**config.mk**
```make
export PLATFORM = sky130hd
export DESIGN_NAME = param_fifo_buffer_flat
export DESIGN_NICKNAME = d
export VERILOG_FILES = /design/src/rtl/param_fifo_buffer_if.sv /design/src/rtl/param_fifo_buffer.sv /design/src/flat_wrapper.sv
export SDC_FILE = /design/constraint.sdc
export NUM_CORES = 1
export LEC_CHECK = 0
export CORE_MARGIN = 5
export CORE_UTILIZATION = 32
export CTS_CLUSTER_DIAMETER = 50
export CTS_CLUSTER_SIZE = 16
export DETAILED_ROUTE_END_ITERATION = 10
export HOLD_SLACK_MARGIN = 0.12
export PLACE_DENSITY_LB_ADDON = 0.15
export SKIP_CTS_REPAIR_TIMING = 1
export SLEW_MARGIN = 20
export SYNTH_ARGS = -nofsm -noshare
export SYNTH_HDL_FRONTEND = slang
export SYNTH_SLANG_ARGS = --single-unit
```
**constraint.sdc**
```tcl
create_clock -name Clk -period 4.4 [get_ports Clk]
set_input_delay 1.32 -clock Clk [delete_from_list [all_inputs] [get_ports Clk]]
set_output_delay 1.32 -clock Clk [all_outputs]
set_load 0.01 [all_outputs]
```
**src/rtl/param_fifo_buffer_if.sv**
```systemverilog
`default_nettype none
// ============================================================================
//  Module      : param_fifo_buffer_if
//  Description : Bus bundle between a producer/consumer and param_fifo_buffer.
//                Carries the control strobes, write data, read data, occupancy
//                count and all status/error flags.
//                  master : drives EN, CLR, CLR_ERR, WR, RD, dataIn;
//                           observes dataOut, count and the flags.
//                  slave  : the FIFO side of the same signals.
//  Revision    : 1.0 - initial release
// ============================================================================
interface param_fifo_buffer_if #(
    parameter int DATA_W = 32,
    parameter int DEPTH  = 8
);
    localparam int CNT_W = $clog2(DEPTH) + 1;

    logic              EN;
    logic              CLR;
    logic              CLR_ERR;
    logic              WR;
    logic              RD;
    logic [DATA_W-1:0] dataIn;
    logic [DATA_W-1:0] dataOut;
    logic [CNT_W-1:0]  count;
    logic              EMPTY;
    logic              FULL;
    logic              ALMOST_EMPTY;
    logic              ALMOST_FULL;
    logic              OVERFLOW;
    logic              UNDERFLOW;

    modport master (
        output EN, CLR, CLR_ERR, WR, RD, dataIn,
        input  dataOut, count, EMPTY, FULL, ALMOST_EMPTY, ALMOST_FULL,
               OVERFLOW, UNDERFLOW
    );

    modport slave (
        input  EN, CLR, CLR_ERR, WR, RD, dataIn,
        output dataOut, count, EMPTY, FULL, ALMOST_EMPTY, ALMOST_FULL,
               OVERFLOW, UNDERFLOW
    );
endinterface
`default_nettype wire

```
**src/rtl/param_fifo_buffer.sv**
```systemverilog
`default_nettype none
// ============================================================================
//  Module      : param_fifo_buffer
//  Description : Parametrised single-clock FIFO with occupancy count,
//                almost-full / almost-empty watermarks, sticky overflow and
//                underflow flags and a synchronous flush.
//                Build option FIFO_FWFT_EN selects first-word-fall-through
//                reads; when undefined, reads are registered (1-cycle latency).
//  Ports       : Clk   - system clock, rising edge
//                Rst_n - asynchronous active-low reset
//                bus   - param_fifo_buffer_if.slave (controls, data, status)
//  Parameters  : DATA_W (word width), DEPTH (power of 2, >= 2),
//                AF_THRESH (1..DEPTH), AE_THRESH (0..DEPTH-1)
//  Revision    : 1.0 - initial release
// ============================================================================
module param_fifo_buffer #(
    parameter int DATA_W    = 32,
    parameter int DEPTH     = 8,
    parameter int AF_THRESH = 6,
    parameter int AE_THRESH = 2
) (
    input  wire logic          Clk,
    input  wire logic          Rst_n,
    param_fifo_buffer_if.slave bus
);
    localparam int AW = $clog2(DEPTH);
    localparam int CW = AW + 1;

    logic [DATA_W-1:0] mem [DEPTH];

    logic [AW-1:0] wptr_q, wptr_d;
    logic [AW-1:0] rptr_q, rptr_d;
    logic [CW-1:0] count_q, count_d;
    logic          ovf_q, ovf_d;
    logic          udf_q, udf_d;

    logic w_full;
    logic w_empty;
    logic w_clr_acc;
    logic w_wr_acc;
    logic w_rd_acc;

    // Flags decode straight from the count register so they move on the
    // same edge as count.
    assign w_full  = (count_q == CW'(DEPTH));
    assign w_empty = (count_q == '0);

    // Flush wins over any data movement in the same cycle.
    assign w_clr_acc = bus.EN & bus.CLR;
    assign w_wr_acc  = bus.EN & ~bus.CLR & bus.WR & ~w_full;
    assign w_rd_acc  = bus.EN & ~bus.CLR & bus.RD & ~w_empty;

    always_comb begin
        wptr_d  = wptr_q;
        rptr_d  = rptr_q;
        count_d = count_q;
        if (w_clr_acc) begin
            wptr_d  = '0;
            rptr_d  = '0;
            count_d = '0;
        end else begin
            // DEPTH is a power of 2, so the pointers wrap naturally.
            if (w_wr_acc) wptr_d = wptr_q + AW'(1);
            if (w_rd_acc) rptr_d = rptr_q + AW'(1);
            count_d = count_q + CW'(w_wr_acc) - CW'(w_rd_acc);
        end
    end

    // Error flags ignore the flush; a new error in the same cycle as
    // CLR_ERR takes priority over the clear.
    always_comb begin
        ovf_d = ovf_q;
        udf_d = udf_q;
        if (bus.EN) begin
            if (bus.CLR_ERR) begin
                ovf_d = 1'b0;
                udf_d = 1'b0;
            end
            if (bus.WR && w_full)  ovf_d = 1'b1;
            if (bus.RD && w_empty) udf_d = 1'b1;
        end
    end

    always_ff @(posedge Clk or negedge Rst_n) begin
        if (!Rst_n) begin
            wptr_q  <= '0;
            rptr_q  <= '0;
            count_q <= '0;
            ovf_q   <= 1'b0;
            udf_q   <= 1'b0;
        end else begin
            wptr_q  <= wptr_d;
            rptr_q  <= rptr_d;
            count_q <= count_d;
            ovf_q   <= ovf_d;
            udf_q   <= udf_d;
        end
    end

    // Storage is intentionally left out of reset.
    always_ff @(posedge Clk) begin
        if (w_wr_acc) mem[wptr_q] <= bus.dataIn;
    end

`ifdef FIFO_FWFT_EN
    // Head word is always visible; RD only acknowledges it.
    assign bus.dataOut = w_empty ? '0 : mem[rptr_q];
`else
    logic [DATA_W-1:0] dout_q, dout_d;

    always_comb begin
        dout_d = dout_q;
        if (w_clr_acc)     dout_d = '0;
        else if (w_rd_acc) dout_d = mem[rptr_q];
    end

    always_ff @(posedge Clk or negedge Rst_n) begin
        if (!Rst_n) dout_q <= '0;
        else        dout_q <= dout_d;
    end

    assign bus.dataOut = dout_q;
`endif

    assign bus.count        = count_q;
    assign bus.EMPTY        = w_empty;
    assign bus.FULL         = w_full;
    assign bus.ALMOST_EMPTY = (count_q <= CW'(AE_THRESH));
    assign bus.ALMOST_FULL  = (count_q >= CW'(AF_THRESH));
    assign bus.OVERFLOW     = ovf_q;
    assign bus.UNDERFLOW    = udf_q;
endmodule
`default_nettype wire

```
**src/flat_wrapper.sv**
```systemverilog
// flat-port wrapper written by rule: the top's interface ports become plain ports
module param_fifo_buffer_flat 
#(
    parameter int DATA_W    = 32,
    parameter int DEPTH     = 8,
    parameter int AF_THRESH = 6,
    parameter int AE_THRESH = 2
)
  (Clk, Rst_n, bus_EN, bus_CLR, bus_CLR_ERR, bus_WR, bus_RD, bus_dataIn, bus_dataOut, bus_count, bus_EMPTY, bus_FULL, bus_ALMOST_EMPTY, bus_ALMOST_FULL, bus_OVERFLOW, bus_UNDERFLOW);
  param_fifo_buffer_if #(.DATA_W(DATA_W), .DEPTH(DEPTH)) bus_i ();
  input  wire logic Clk;
  input  wire logic Rst_n;
  input wire logic [$bits(bus_i.EN)-1:0] bus_EN;
  input wire logic [$bits(bus_i.CLR)-1:0] bus_CLR;
  input wire logic [$bits(bus_i.CLR_ERR)-1:0] bus_CLR_ERR;
  input wire logic [$bits(bus_i.WR)-1:0] bus_WR;
  input wire logic [$bits(bus_i.RD)-1:0] bus_RD;
  input wire logic [$bits(bus_i.dataIn)-1:0] bus_dataIn;
  output wire logic [$bits(bus_i.dataOut)-1:0] bus_dataOut;
  output wire logic [$bits(bus_i.count)-1:0] bus_count;
  output wire logic [$bits(bus_i.EMPTY)-1:0] bus_EMPTY;
  output wire logic [$bits(bus_i.FULL)-1:0] bus_FULL;
  output wire logic [$bits(bus_i.ALMOST_EMPTY)-1:0] bus_ALMOST_EMPTY;
  output wire logic [$bits(bus_i.ALMOST_FULL)-1:0] bus_ALMOST_FULL;
  output wire logic [$bits(bus_i.OVERFLOW)-1:0] bus_OVERFLOW;
  output wire logic [$bits(bus_i.UNDERFLOW)-1:0] bus_UNDERFLOW;
  assign bus_i.EN = bus_EN;
  assign bus_i.CLR = bus_CLR;
  assign bus_i.CLR_ERR = bus_CLR_ERR;
  assign bus_i.WR = bus_WR;
  assign bus_i.RD = bus_RD;
  assign bus_i.dataIn = bus_dataIn;
  assign bus_dataOut = bus_i.dataOut;
  assign bus_count = bus_i.count;
  assign bus_EMPTY = bus_i.EMPTY;
  assign bus_FULL = bus_i.FULL;
  assign bus_ALMOST_EMPTY = bus_i.ALMOST_EMPTY;
  assign bus_ALMOST_FULL = bus_i.ALMOST_FULL;
  assign bus_OVERFLOW = bus_i.OVERFLOW;
  assign bus_UNDERFLOW = bus_i.UNDERFLOW;
  param_fifo_buffer #(.DATA_W(DATA_W), .DEPTH(DEPTH), .AF_THRESH(AF_THRESH), .AE_THRESH(AE_THRESH)) u_core (.Clk(Clk), .Rst_n(Rst_n), .bus(bus_i));
endmodule
```
==> flow_metrics.py, run 1 <==
# Metrics from the implementation run
metrics = {
    "run_status": {
        "result_of_the_run": "completed",
    },
    "synthesis": {
        "yosys.stat.chipArea_um2": 11700,
        "ys_ff": 300,
        "yosys.area_share.simple": 0.0422,
        "syn_inst": 629,
        "synthXorXnorAreaFrac": 0.00374,
        "synthesis.area_per_instance_um2": 18.6,
    },
    "cells_and_area": {
        "areaGrowthSynthToFinish_pct": 21.7,
        "layout.cells.most_common_list": "256 x edfxtp_1, 79 x clkdlybuf4s50_1, 64 x mux2_2, 42 x dfrtp_1, 38 x nor2_1",
        "final_design_instance_area_without_fill_um2": 14300,
        "n_antenna_cell": 0,
        "num-fill-cells": 3273,
        "post_route_cells_drive_above_1_share": 0.251,
    },
    "sta": {
        "timing_max_transition_violations_final": 0,
        "setup_repair_after_global_routing_missed_its_margin": "false",
        "fin_setup_tns_ns": 0,
        "timing.max_slew.rel_slack": 0.334,
        "hold_violations": 0,
    },
    "detailed_routing": {
        "postRouteAntennaNets": 0,
        "viasPerCell": 4.81,
        "firstDrtPassIters": 4,
        "detailedRoute.firstIterationViolations": 227,
    },
    "cts": {
        "clock_buffers_created_by_tritoncts": 34,
        "cts_sinks": 300,
        "clock_path_buffers": 3,
        "clkLatencyLatePin_ns": 0.50,
    },
    "worst_setup_path": {
        "timing.critical_path.slowest_stage_cell": "clkdlybuf4s50_1",
        "crit_path_max_incr_delay_ns": 0.62,
        "critical_path.startpoint_type": "flop",
        "critPathKind": "reg -> out",
    },
    "grt": {
        "first_pass_grt_wire_length_um": 40800,
    },
    "floorplan": {
        "chipWidth_um": 201,
    },
    "pwr": {
        "report.power.total_w": 0.00732,
    },
    "worst_hold_path": {
        "min_path_type": "reg -> reg",
    },
    "placed_design": {
        "gp_congestion": 0.701,
    },
}
[run 1: layout make-up]
class / instances / area [um2] / share of cell area
Multi-Input combinational cell: 289 / 2710 / 0.190
Clock inverter: 17 / 188 / 0.0132
Tap cell: 468 / 586 / 0.0410
Sequential cell: 300 / 8790 / 0.616
Inverter: 7 / 26.3 / 0.00184
Clock buffer: 44 / 940 / 0.0659
Timing Repair Buffer: 104 / 1020 / 0.0716
[run 1: flip-flops by register name, indices dropped and copies added, names as in the netlist]
| signal | flops |
|---|---|
| u_core.rptr_q | 3 |
| u_core.wptr_q | 3 |
| u_core.bus.OVERFLOW | 1 |
| u_core.bus.UNDERFLOW | 1 |
| u_core.bus.count | 4 |
| u_core.bus.dataOut | 32 |
| u_core.mem | 256 |
[run 1: critical path, delay by kind of cell, from the launching register on]
| kind | cells | cell delay, ns |
|---|---|---|
| simple gates | 1 | 0.32 |
| buf+inv | 2 | 0.78 |
| fa+ha+maj | 1 | 0.19 |
| flops | 1 | 0.42 |
[run 1: stage by stage]
stage | hold WS [ns] | worst slack, ns | utilization
2_1_floorplan | 0.518 | 0.809 | -
3_3_place_gp | 0.461 | 0.761 | 0.361
3_5_place_dp | 0.465 | 0.715 | 0.361
4_1_cts | 0.477 | 0.876 | 0.392
5_1_grt | 0.492 | 0.813 | 0.392
6_report | 0.473 | 0.879 | 0.392
[run 1: routing by layer]
| metal | global-route usage | wire length (um) | vias to the layer above |
|---|---|---|---|
| li1 | - | - | 2695 |
| met1 | 0.168 | 11500 | 3076 |
| met3 | 0.0234 | 992 | 36 |
| met2 | 0.226 | 13300 | 107 |
| met5 | 0 | 0 | - |
| met4 | 0.0354 | 465 | 0 |
[run 1: power breakdown]
group	total [W]	internal [W]	switching [W]
combinational	0.00115	0.000635	0.000515
sequential	0.00338	0.00323	0.000146
clock	0.00279	0.00165	0.00114
[run 1: Yosys cell counts]
master	count	area [um2]
nand2b_2	1	8.76
xnor2_1	5	43.8
edfxtp_1	256	7690
nor4b_1	2	17.5
inv_1	6	22.5
nor2_1	44	165
a21o_1	33	248
buf_4	2	15.0
buf_2	15	75.1
mux2i_1	1	10.0
or3_1	1	6.26
nor2b_1	3	18.8
mux2_2	64	721
clkbuf_8	4	55.1
a21oi_1	3	15.0
ha_1	10	125
nor3_1	34	170
nand2_1	11	41.3
and2_1	1	6.26
buf_1	1	3.75
a32o_1	3	30.0
o22ai_1	32	200
nor3_2	1	10.0
dfrtp_1	44	1100
inv_2	1	3.75
fa_1	1	20.0
dlymetal6s2s_1	1	12.5
o21ai_1	1	5.00
mux4_2	32	721
nor3b_2	2	25.0
clkbuf_1	2	7.51
buf_8	3	45.0
nand2b_1	4	25.0
buf_6	5	56.3
[run 1: final timing paths]
path,cells after the start,to,slack [ns]
setup / recovery,4,bus_EMPTY,0.88
hold / removal,1,u_core.bus.dataOut[4]$_DFFE_PN0P_,0.47
setup reg to reg,11,u_core.bus.count[2]$_DFF_PN0_,1.79
hold reg to reg,1,u_core.bus.dataOut[4]$_DFFE_PN0P_,0.47
max in group asynchronous,2,u_core.bus.dataOut[16]$_DFFE_PN0P_,2.69
min in group asynchronous,1,u_core.bus.dataOut[28]$_DFFE_PN0P_,0.93
==> run_1/congestion_map.png <==
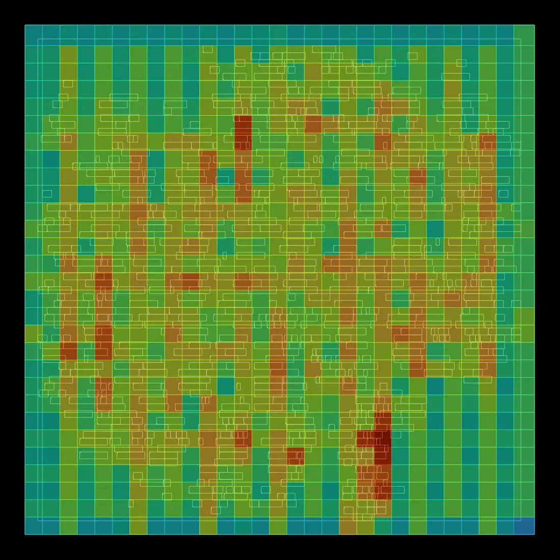
Global Route met2 Usage: 0.226
global routing usage on met3: 0.0234
post-route core utilization: 0.392

==> run_1/m1.png <==
Scale bar: 50 um. Supply wires on this layer in gray. Cells faint in the background.
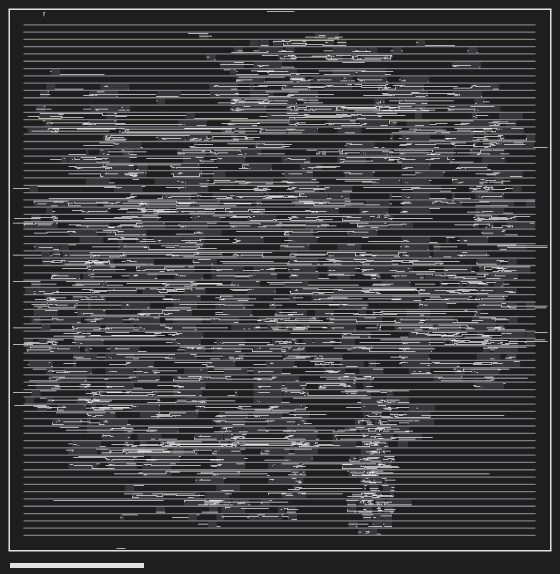
main direction	horizontal
share of all routed wire	44%
wire length on this layer	11500 um
longest straight run	68.1 um

==> run_1/m2.png <==
Scale bar: 50 um. Cells faint in the background.
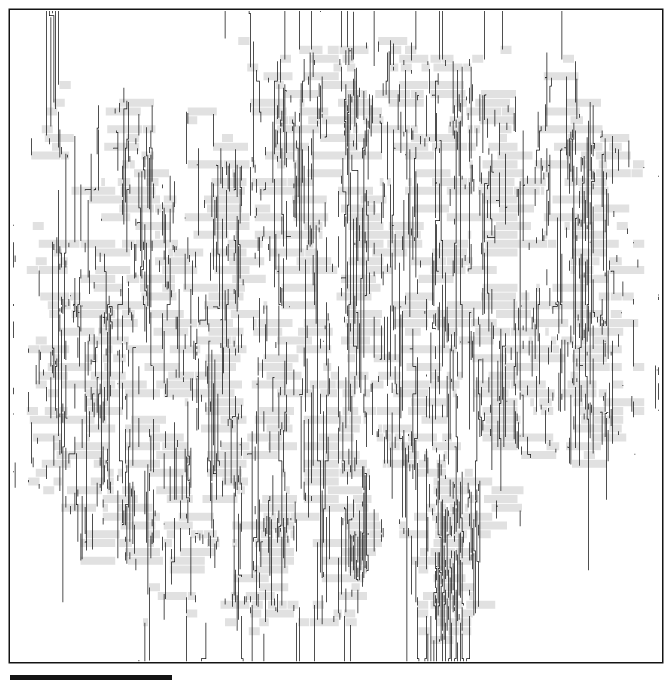
main direction	vertical
nets with wire on the layer	679
share of all routed wire	51%
wire length on this layer	13300 um
vias: 5914
total routed wirelength: 26300 um

==> run_1/sizing.png <==
Scale bar: 50 um.
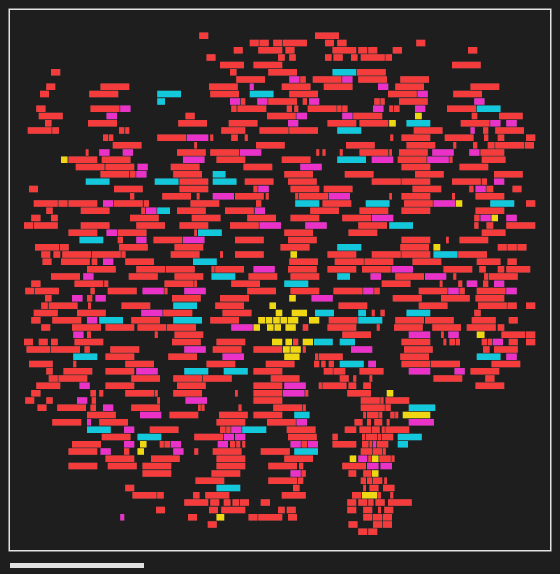

--- run 2 (diff from run 1) ---
==> constraint.sdc (replaced) <==
create_clock -name Clk -period 2.9 [get_ports Clk]
set_input_delay 0.87 -clock Clk [delete_from_list [all_inputs] [get_ports Clk]]
set_output_delay 0.87 -clock Clk [all_outputs]
set_load 0.01 [all_outputs]
==> run_2/sizing.png <==
Scale bar: 50 um.
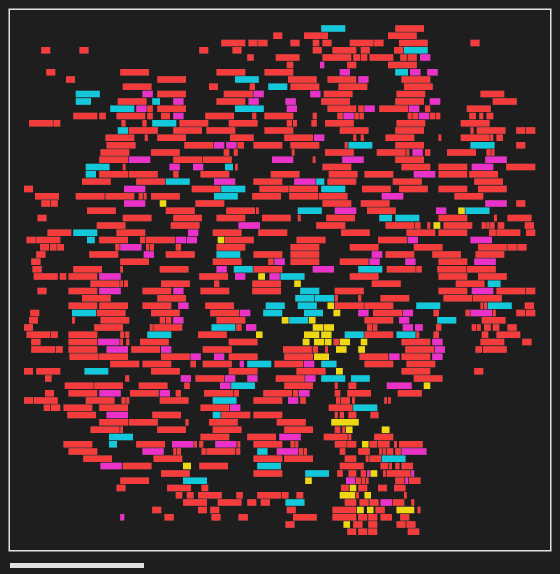
color	size	cells	share	most used
red	x1 and smaller	567	73%	edfxtp_1
yellow	x3 and x4	39	5.0%	buf_4
cyan	x6 and larger	66	8.5%	clkbuf_16
magenta	x2	107	14%	mux2_2
Signal buffers: 119
post-route setup slack: 0.142 ns

==> run_2/closeup.png <==
Scale bar: 10 um. Region (81, 40) to (121, 80) um. Cells in gray, sequential cells in the stronger gray; small squares are vias.
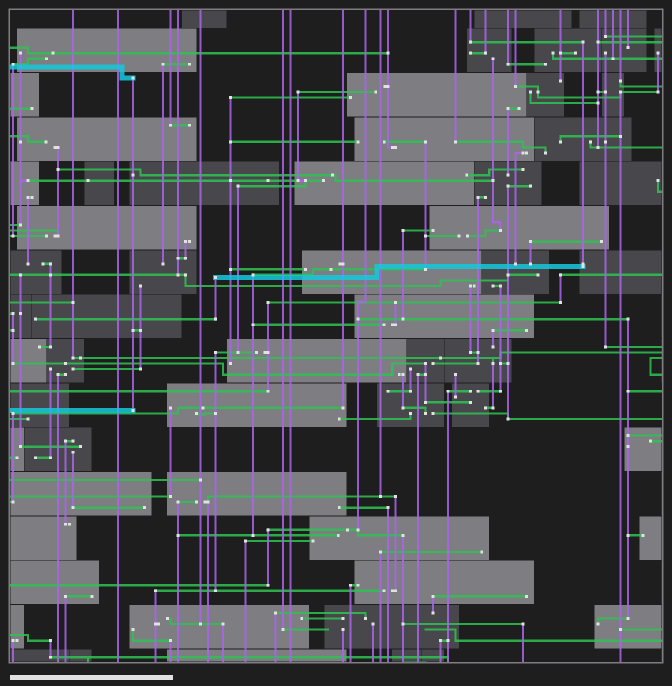
color	layer
green	M1
purple	M2
cyan	M3
most frequent	edfxtp_1 (16), mux2_2 (7)
cells with their middle in the window	38
netlist names of flops here include	`u_core.mem` (16)
sequential cells in the window	16

==> flow_metrics.py, run 2 <==
# Metrics from the implementation run
metrics = {
    "cells_and_area": {
        "areaGrowthSynthToFinish_pct": 24.3,
        "layout.cells.most_common_list": "256 x edfxtp_1, 77 x clkdlybuf4s50_1, 64 x mux2_2, 41 x dfrtp_1, 38 x nor2_1",
        "largest_reg_flops": 256,
        "final_design_instance_area_without_fill_um2": 14600,
        "top_register": "u_core.mem",
        "post_route_core_utilization": 0.401,
        "num-fill-cells": 3242,
        "n_antenna_cell": 0,
        "post_route_cells_drive_above_1_share": 0.272,
    },
    "detailed_routing": {
        "viasPerCell": 4.76,
        "detailedRoute.firstIterationViolations": 277,
        "postRouteAntennaNets": 0,
        "via_count": 5940,
        "firstDrtPassIters": 4,
    },
    "synthesis": {
        "syn_inst": 629,
        "most_common_cell_in_the_synthesized_netlist": "edfxtp_1",
        "ys_ff": 300,
        "synthTopCellsByArea": "edfxtp_1 66%, dfrtp_1 9.4%, mux2_2 6.2%, mux4_2 6.2%, a21o_1 2.1%",
        "yosys.stat.chipArea_um2": 11700,
        "postSynth.topFlopCell": "edfxtp_1",
        "most_area_hungry_cell_type_in_the_yosys_netlist": "edfxtp_1",
        "synth_cell_count_leaders": "256 x edfxtp_1, 64 x mux2_2, 44 x dfrtp_1, 44 x nor2_1, 34 x nor3_1",
        "synthesis.area_per_instance_um2": 18.6,
        "floorplan.nets": 679,
    },
    "cts": {
        "clock_path_buffers": 3,
        "clkLatencyLatePin_ns": 0.51,
        "tritoncts_clock_tree": "built",
        "clock_buffers_created_by_tritoncts": 35,
        "cts_sinks": 300,
    },
    "floorplan": {
        "chipWidth_um": 201,
    },
    "placed_design": {
        "gp_congestion": 0.761,
    },
    "grt": {
        "first_pass_grt_wire_length_um": 40600,
    },
    "worst_setup_path": {
        "critPathLaunch": "u_core.bus.count[2]$_DFF_PN0_",
        "critPathKind": "reg -> out",
    },
    "sta": {
        "setup_repair_after_global_routing_missed_its_margin": "false",
        "fin_setup_tns_ns": 0,
        "timing_max_transition_violations_final": 0,
        "hold_violations": 0,
        "timing.max_slew.rel_slack": 0.538,
    },
    "worst_hold_path": {
        "min_path_type": "in -> async",
    },
    "run_status": {
        "result_of_the_run": "completed",
    },
}
-- run 2: cell families (layout without fill, tap and decap cells) --
group	count (synthesis)	count (layout)	synth area share
xor+xnor	5	5	0.00374
fa+ha+maj	11	11	0.0124
simple gates	104	104	0.0422
buf+inv	40	190	0.0253
flops	300	300	0.750
mux	97	97	0.124
compound gates	72	72	0.0425
-- run 2: final timing paths --
kind	end	slack, ns	cells after the start
setup / recovery	bus_FULL	0.14	4
hold / removal	u_core.bus.dataOut[29]$_DFFE_PN0P_	0.36	1
setup reg to reg	u_core.bus.count[1]$_DFF_PN0_	0.32	11
hold reg to reg	u_core.bus.dataOut[21]$_DFFE_PN0P_	0.48	1
max in group asynchronous	u_core.bus.count[1]$_DFF_PN0_	1.92	2
min in group Clk	u_core.bus.dataOut[21]$_DFFE_PN0P_	0.48	1
-- run 2: cell type report --
type	count	area (um2)	share of cell area
flip-flops and latches	300	8790	0.604
multi-input cells	289	2720	0.187
repair buffers	119	1280	0.0880
clock buffers	46	968	0.0665
well taps	468	586	0.0402
clock inverters	18	191	0.0131
inverters	7	26.3	0.00180
-- run 2: power by group --
| group | internal, W | leakage [nW] | total (W) | switching, W |
|---|---|---|---|---|
| clock network | 0.00252 | 0.563 | 0.00433 | 0.00180 |
| registers | 0.00491 | 2.89 | 0.00512 | 0.000210 |
| logic | 0.00103 | 1.67 | 0.00183 | 0.000796 |
-- run 2: critical path, cell delays in order (launching register included) --
cell and delay, ns:
dfrtp_1 0.41, inv_2 0.10, ha_1 0.14, nor3b_2 0.18
clkdlybuf4s50_1 0.57
-- run 2: layer usage --
layer,global-route usage,up-vias,part of all wire
met5,0,-,0
met4,0.0330,0,0.015
met3,0.0242,32,0.043
met2,0.224,117,0.51
met1,0.169,3061,0.44
li1,-,2730,-
-- run 2: stage by stage --
stage	total power [W]	worst slack [ns]	cells	hold WS, ns
finish	0.0113	0.142	1247	0.363
global route	0.0118	0.0476	1247	0.396
CTS	0.0114	-0.181	1246	0.369
detailed placement	0.00707	-0.116	1182	0.465
global placement	0.00705	-0.109	1182	0.461
floorplan	0.00624	-0.241	629	0.518
Power figures rest on the tool's default switching activity, not on a simulated workload.
